===== src/rtl/bit_grouper_if.sv =====
// Byte-in / symbol-out bus bundle for bit_grouper: upstream byte write port
// (DAT_I/CYC_I/STB_I/WE_I/ACK_O) and downstream symbol port (DAT_O/CYC_O/STB_O/WE_O/ACK_I).
interface bit_grouper_if;
  logic [7:0] DAT_I;
  logic       CYC_I;
  logic       STB_I;
  logic       WE_I;
  logic       ACK_O;
  logic [5:0] DAT_O;
  logic       CYC_O;
  logic       STB_O;
  logic       WE_O;
  logic       ACK_I;

  // master: the environment (byte source and symbol sink); slave: the grouper
  modport master (
    output DAT_I, CYC_I, STB_I, WE_I, ACK_I,
    input  ACK_O, DAT_O, CYC_O, STB_O, WE_O
  );

  modport slave (
    input  DAT_I, CYC_I, STB_I, WE_I, ACK_I,
    output ACK_O, DAT_O, CYC_O, STB_O, WE_O
  );
endinterface


===== src/rtl/bit_grouper.sv =====
// Regroups an LSB-first byte stream into 1/2/4/6-bit modulation symbols.
// Define FLUSH_PAD_EN to emit a zero-padded final symbol for residual bits at frame end.
module bit_grouper (
  input  logic           CLK_I,
  input  logic           RST_I,
  input  logic [1:0]     MOD,
  bit_grouper_if.slave   bus
);

  typedef enum logic [1:0] {
    MOD_QPSK  = 2'b00,
    MOD_BPSK  = 2'b01,
    MOD_QAM16 = 2'b10,
    MOD_QAM64 = 2'b11
  } mod_e;

  mod_e        mod_r;
  logic        icyc;
  logic [13:0] bit_buf;
  logic [3:0]  cnt;
  logic [5:0]  dat_r;
  logic        stb_r;
  logic        cyc_r;

  logic [3:0]  bps;
  logic        cyc_rise;
  logic        accept;
  logic        load;
  logic        residual;
  logic        flush_emit;
  logic        residual_clr;
  logic [5:0]  load_sym;
  logic [5:0]  flush_sym;

  always_comb begin
    bps = 4'd2;
    case (mod_r)
      MOD_QAM64: bps = 4'd6;
      MOD_QAM16: bps = 4'd4;
      MOD_BPSK:  bps = 4'd1;
      default:   bps = 4'd2;
    endcase
  end

  assign cyc_rise = bus.CYC_I & ~icyc;

  // Accept only while the buffer cannot yet form a symbol, so a byte write and
  // a symbol load never touch the buffer in the same cycle.
  assign accept   = bus.CYC_I & bus.STB_I & bus.WE_I & (cnt < bps) & ~RST_I;
  assign load     = (cnt >= bps) & (~stb_r | bus.ACK_I);
  assign residual = ~bus.CYC_I & (cnt != 4'd0) & (cnt < bps);
  assign load_sym = bit_buf[5:0] & ~(6'h3F << bps);

`ifdef FLUSH_PAD_EN
  assign flush_emit   = residual & (~stb_r | bus.ACK_I);
  assign residual_clr = flush_emit;
  assign flush_sym    = bit_buf[5:0] & ~(6'h3F << cnt);
`else
  assign flush_emit   = 1'b0;
  assign residual_clr = residual;
  assign flush_sym    = 6'd0;
`endif

  assign bus.ACK_O = accept;
  assign bus.DAT_O = dat_r;
  assign bus.STB_O = stb_r;
  assign bus.WE_O  = stb_r;
  assign bus.CYC_O = cyc_r;

  always_ff @(posedge CLK_I) begin
    // NOTE: the reset is synchronous, and every register including the bit
    // buffer is cleared so that a mid-frame reset leaves no stale bits behind.
    if (RST_I) begin
      mod_r   <= MOD_QPSK;
      icyc    <= 1'b0;
      bit_buf <= '0;
      cnt     <= '0;
      dat_r   <= '0;
      stb_r   <= 1'b0;
      cyc_r   <= 1'b0;
    end else begin
      // NOTE: non-blocking assignments so every branch sees the pre-edge
      // values of bit_buf/cnt/stb_r regardless of statement order.
      icyc <= bus.CYC_I;
      if (cyc_rise) mod_r <= mod_e'(MOD);

      if (accept) begin
        bit_buf <= (bit_buf & ~(14'hFF << cnt)) | (14'(bus.DAT_I) << cnt);
        cnt     <= cnt + 4'd8;
      end else if (load) begin
        bit_buf <= bit_buf >> bps;
        cnt     <= cnt - bps;
      end else if (residual_clr) begin
        bit_buf <= '0;
        cnt     <= '0;
      end

      if (load) begin
        dat_r <= load_sym;
        stb_r <= 1'b1;
      end else if (flush_emit) begin
        dat_r <= flush_sym;
        stb_r <= 1'b1;
      end else if (stb_r & bus.ACK_I) begin
        stb_r <= 1'b0;
      end

      // Downstream cycle ends only once the buffer is empty and the last symbol is taken
      if (cyc_rise) begin
        cyc_r <= 1'b1;
      end else if (~bus.CYC_I & (cnt == 4'd0) & (~stb_r | bus.ACK_I)) begin
        cyc_r <= 1'b0;
      end
    end
  end

endmodule


===== src/flat_wrapper.sv =====
// flat-port wrapper written by rule: the top's interface ports become plain ports
module bit_grouper_flat 
  (CLK_I, RST_I, MOD, bus_DAT_I, bus_CYC_I, bus_STB_I, bus_WE_I, bus_ACK_I, bus_ACK_O, bus_DAT_O, bus_CYC_O, bus_STB_O, bus_WE_O);
  bit_grouper_if bus_i ();
  input  logic CLK_I;
  input  logic RST_I;
  input  logic [1:0] MOD;
  input wire logic [$bits(bus_i.DAT_I)-1:0] bus_DAT_I;
  input wire logic [$bits(bus_i.CYC_I)-1:0] bus_CYC_I;
  input wire logic [$bits(bus_i.STB_I)-1:0] bus_STB_I;
  input wire logic [$bits(bus_i.WE_I)-1:0] bus_WE_I;
  input wire logic [$bits(bus_i.ACK_I)-1:0] bus_ACK_I;
  output wire logic [$bits(bus_i.ACK_O)-1:0] bus_ACK_O;
  output wire logic [$bits(bus_i.DAT_O)-1:0] bus_DAT_O;
  output wire logic [$bits(bus_i.CYC_O)-1:0] bus_CYC_O;
  output wire logic [$bits(bus_i.STB_O)-1:0] bus_STB_O;
  output wire logic [$bits(bus_i.WE_O)-1:0] bus_WE_O;
  assign bus_i.DAT_I = bus_DAT_I;
  assign bus_i.CYC_I = bus_CYC_I;
  assign bus_i.STB_I = bus_STB_I;
  assign bus_i.WE_I = bus_WE_I;
  assign bus_i.ACK_I = bus_ACK_I;
  assign bus_ACK_O = bus_i.ACK_O;
  assign bus_DAT_O = bus_i.DAT_O;
  assign bus_CYC_O = bus_i.CYC_O;
  assign bus_STB_O = bus_i.STB_O;
  assign bus_WE_O = bus_i.WE_O;
  bit_grouper u_core (.CLK_I(CLK_I), .RST_I(RST_I), .MOD(MOD), .bus(bus_i));
endmodule

===== config.mk =====
export PLATFORM = sky130hd
export DESIGN_NAME = bit_grouper_flat
export DESIGN_NICKNAME = d
export VERILOG_FILES = /design/src/rtl/bit_grouper_if.sv /design/src/rtl/bit_grouper.sv /design/src/flat_wrapper.sv
export SDC_FILE = /design/constraint.sdc
export NUM_CORES = 1
export LEC_CHECK = 0
export ABC_AREA = 1
export CORE_MARGIN = 4
export CORE_UTILIZATION = 30
export CTS_BUF_LIST = sky130_fd_sc_hd__clkbuf_8
export DETAILED_ROUTE_END_ITERATION = 12
export SYNTH_ARGS = -nofsm -noshare
export SYNTH_HDL_FRONTEND = slang
export SYNTH_SLANG_ARGS = --single-unit

===== constraint.sdc =====
create_clock -name CLK_I -period 3.15 [get_ports CLK_I]
set_input_delay 0.7875 -clock CLK_I [delete_from_list [all_inputs] [get_ports CLK_I]]
set_output_delay 0.7875 -clock CLK_I [all_outputs]
set_load 0.03 [all_outputs]

**Port wiring**

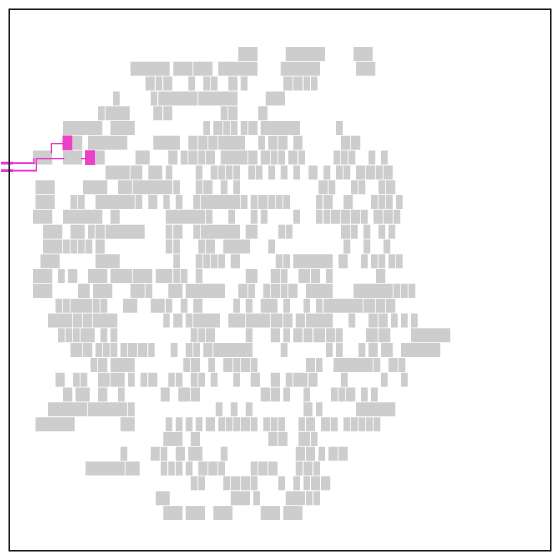
[magenta] MOD | bits: 2 | direction: input | end cells: 2 | wire: 21.3 um

**Routed clock nets over the placement**

Scale bar: 20 um.
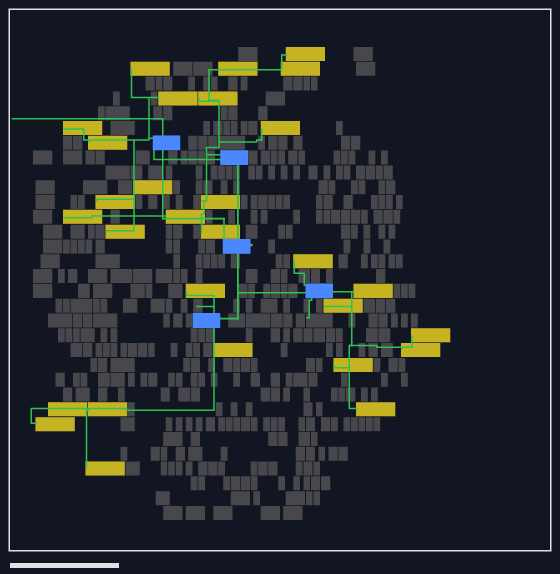
[yellow] flip-flops | count: 29
[green] clock wires | length: 445 um
[blue] clock drivers | count: 5
routed clock nets: 6

**Logic cells by family**

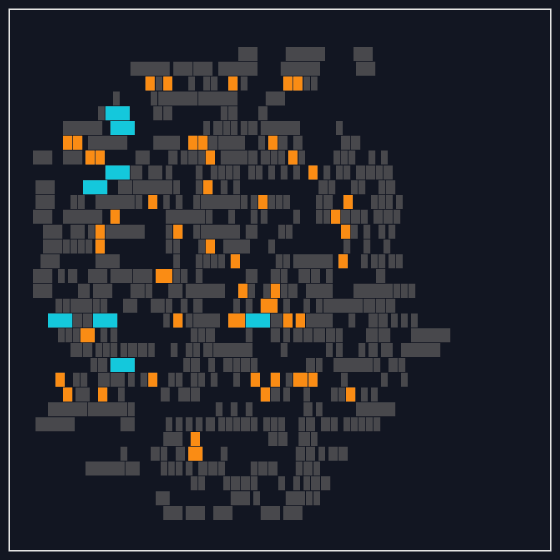
[cyan] adder and majority cells | cells: 8 | most used: ha_1
[orange] inverting AOI/OAI gates | cells: 49 | most used: a21oi_1

**Metal layers overlaid**

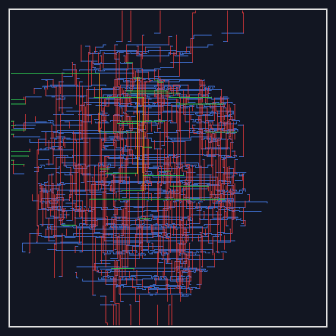
[red] metal 2 | wire length: 3630 um
[green] metal 3 | wire length: 285 um
[blue] metal 1 | wire length: 3380 um
[orange] metal 4 | wire length: 77.5 um

==> results.txt <==
Reports from this run.

- The run finished with clean final reports.
- In this run the number of cells on the critical path is 13.
- The die span in x reads 99.2 um.
- The tap cell instance count is 102.
- The worst-case register-to-register setup slack is 700 ps.
- The I/O pin count is 26.
- In the post-synthesis netlist, the biggest area contributors are sky130_fd_sc_hd__nand2_1, sky130_fd_sc_hd__dfxtp_1, sky130_fd_sc_hd__nand3_1, sky130_fd_sc_hd__nor2_1, sky130_fd_sc_hd__inv_1.
- The final RePlAce weighted congestion is 0.903.
- The count of instantiated cells in the yosys netlist reads 440.
- The initial antenna violation count came to 0.
- Before antenna repair, the detailed router went through 5 iterations.
- The logic depth of the worst register-to-register path reads 16.
- The combinational group power is 0.00146 W.
- The violation count after the first detailed-routing iteration reads 210.
- The arrival time reported for the critical path endpoint reads 2140 ps.
- The worst slack after detailed placement is 420 ps.
- The number of buffers on the longest clock path reads 2.
- The post-synthesis chip area from yosys reads 2490 um2.
- The area of the chip reads 9840 um2.
- The share of synthesized area occupied by flip-flops and latches reads 23.3%.
- The kind of capture point of the worst setup path reads a primary output.
- Dividing the synthesized area by the synthesized cell count gives 5.67 um2.
- The internal power consumption is 0.00112 W.
- The share of synthesized cell area in and, or, nand and nor gates reads 51.0%.
- Routing resource usage on met1 recorded by global route was 20.1%.
- The number of distinct library cells after synthesis is 28.
- The number of register bits inferred by synthesis reads 29.
- The synthesized-area fraction occupied by adder cells is 4.01%.
- The H-tree was split into 2 levels.
- The multi-input logic cell count reads 350.
- The peak ir drop on the vdd network is 425 uV.
- The fraction of area in non-clock buffers is 11.3%.
-- how the worst min path moves through the flow --
stage	startpoint	cells after the start	to	slack, ps
3_5_place_dp	u_core.bus.DAT_O[4]	2	u_core.bus.DAT_O[4]	460
2_1_floorplan	u_core.bit_buf[0]	2	u_core.bit_buf[0]	450
3_3_place_gp	u_core.bus.DAT_O[5]	2	u_core.bus.DAT_O[5]	460
5_1_grt	u_core.bus.DAT_O[4]	2	u_core.bus.DAT_O[4]	490
6_report	u_core.bus.DAT_O[4]	2	u_core.bus.DAT_O[4]	460
4_1_cts	u_core.bus.DAT_O[4]	2	u_core.bus.DAT_O[4]	470
-- placed cells by master, fill, tap and decap left out --
cell / count
sky130_fd_sc_hd__a21oi_1: 23
sky130_fd_sc_hd__a21oi_2: 3
sky130_fd_sc_hd__buf_4: 12
sky130_fd_sc_hd__clkbuf_8: 7
sky130_fd_sc_hd__clkdlybuf4s50_1: 24
sky130_fd_sc_hd__clkinv_1: 4
sky130_fd_sc_hd__clkinv_2: 1
sky130_fd_sc_hd__dfxtp_1: 29
sky130_fd_sc_hd__ha_1: 8
sky130_fd_sc_hd__inv_1: 32
sky130_fd_sc_hd__inv_2: 4
sky130_fd_sc_hd__nand2_1: 156
sky130_fd_sc_hd__nand2_2: 4
sky130_fd_sc_hd__nand2_4: 2
sky130_fd_sc_hd__nand3_1: 75
sky130_fd_sc_hd__nand3_2: 3
sky130_fd_sc_hd__nand4_1: 7
sky130_fd_sc_hd__nand4_2: 1
sky130_fd_sc_hd__nor2_1: 38
sky130_fd_sc_hd__nor2_2: 2
sky130_fd_sc_hd__nor3_1: 2
sky130_fd_sc_hd__o211ai_1: 2
sky130_fd_sc_hd__o21a_1: 1
sky130_fd_sc_hd__o21ai_0: 18
sky130_fd_sc_hd__o21ai_1: 2
sky130_fd_sc_hd__o21bai_1: 1
sky130_fd_sc_hd__or2_2: 2
-- cells in the mapped netlist --
cell type / n
sky130_fd_sc_hd__nand3_2: 3
sky130_fd_sc_hd__nand3_1: 75
sky130_fd_sc_hd__nor3_1: 2
sky130_fd_sc_hd__clkinv_1: 4
sky130_fd_sc_hd__nand2_2: 4
sky130_fd_sc_hd__or2_2: 2
sky130_fd_sc_hd__ha_1: 8
sky130_fd_sc_hd__clkbuf_2: 1
sky130_fd_sc_hd__o21ai_1: 2
sky130_fd_sc_hd__a21oi_1: 23
sky130_fd_sc_hd__o21bai_1: 1
sky130_fd_sc_hd__inv_1: 32
sky130_fd_sc_hd__buf_4: 4
sky130_fd_sc_hd__nand4_2: 1
sky130_fd_sc_hd__dfxtp_1: 29
sky130_fd_sc_hd__clkbuf_1: 6
sky130_fd_sc_hd__nand2_4: 2
sky130_fd_sc_hd__buf_2: 8
sky130_fd_sc_hd__nor2_2: 2
sky130_fd_sc_hd__o21ai_0: 18
sky130_fd_sc_hd__inv_2: 4
sky130_fd_sc_hd__o21a_1: 1
sky130_fd_sc_hd__o211ai_1: 2
sky130_fd_sc_hd__nor2_1: 38
sky130_fd_sc_hd__nand2_1: 156
sky130_fd_sc_hd__nand4_1: 7
sky130_fd_sc_hd__a21oi_2: 3
sky130_fd_sc_hd__buf_6: 2
Power figures rest on the tool's default switching activity, not on a simulated workload.
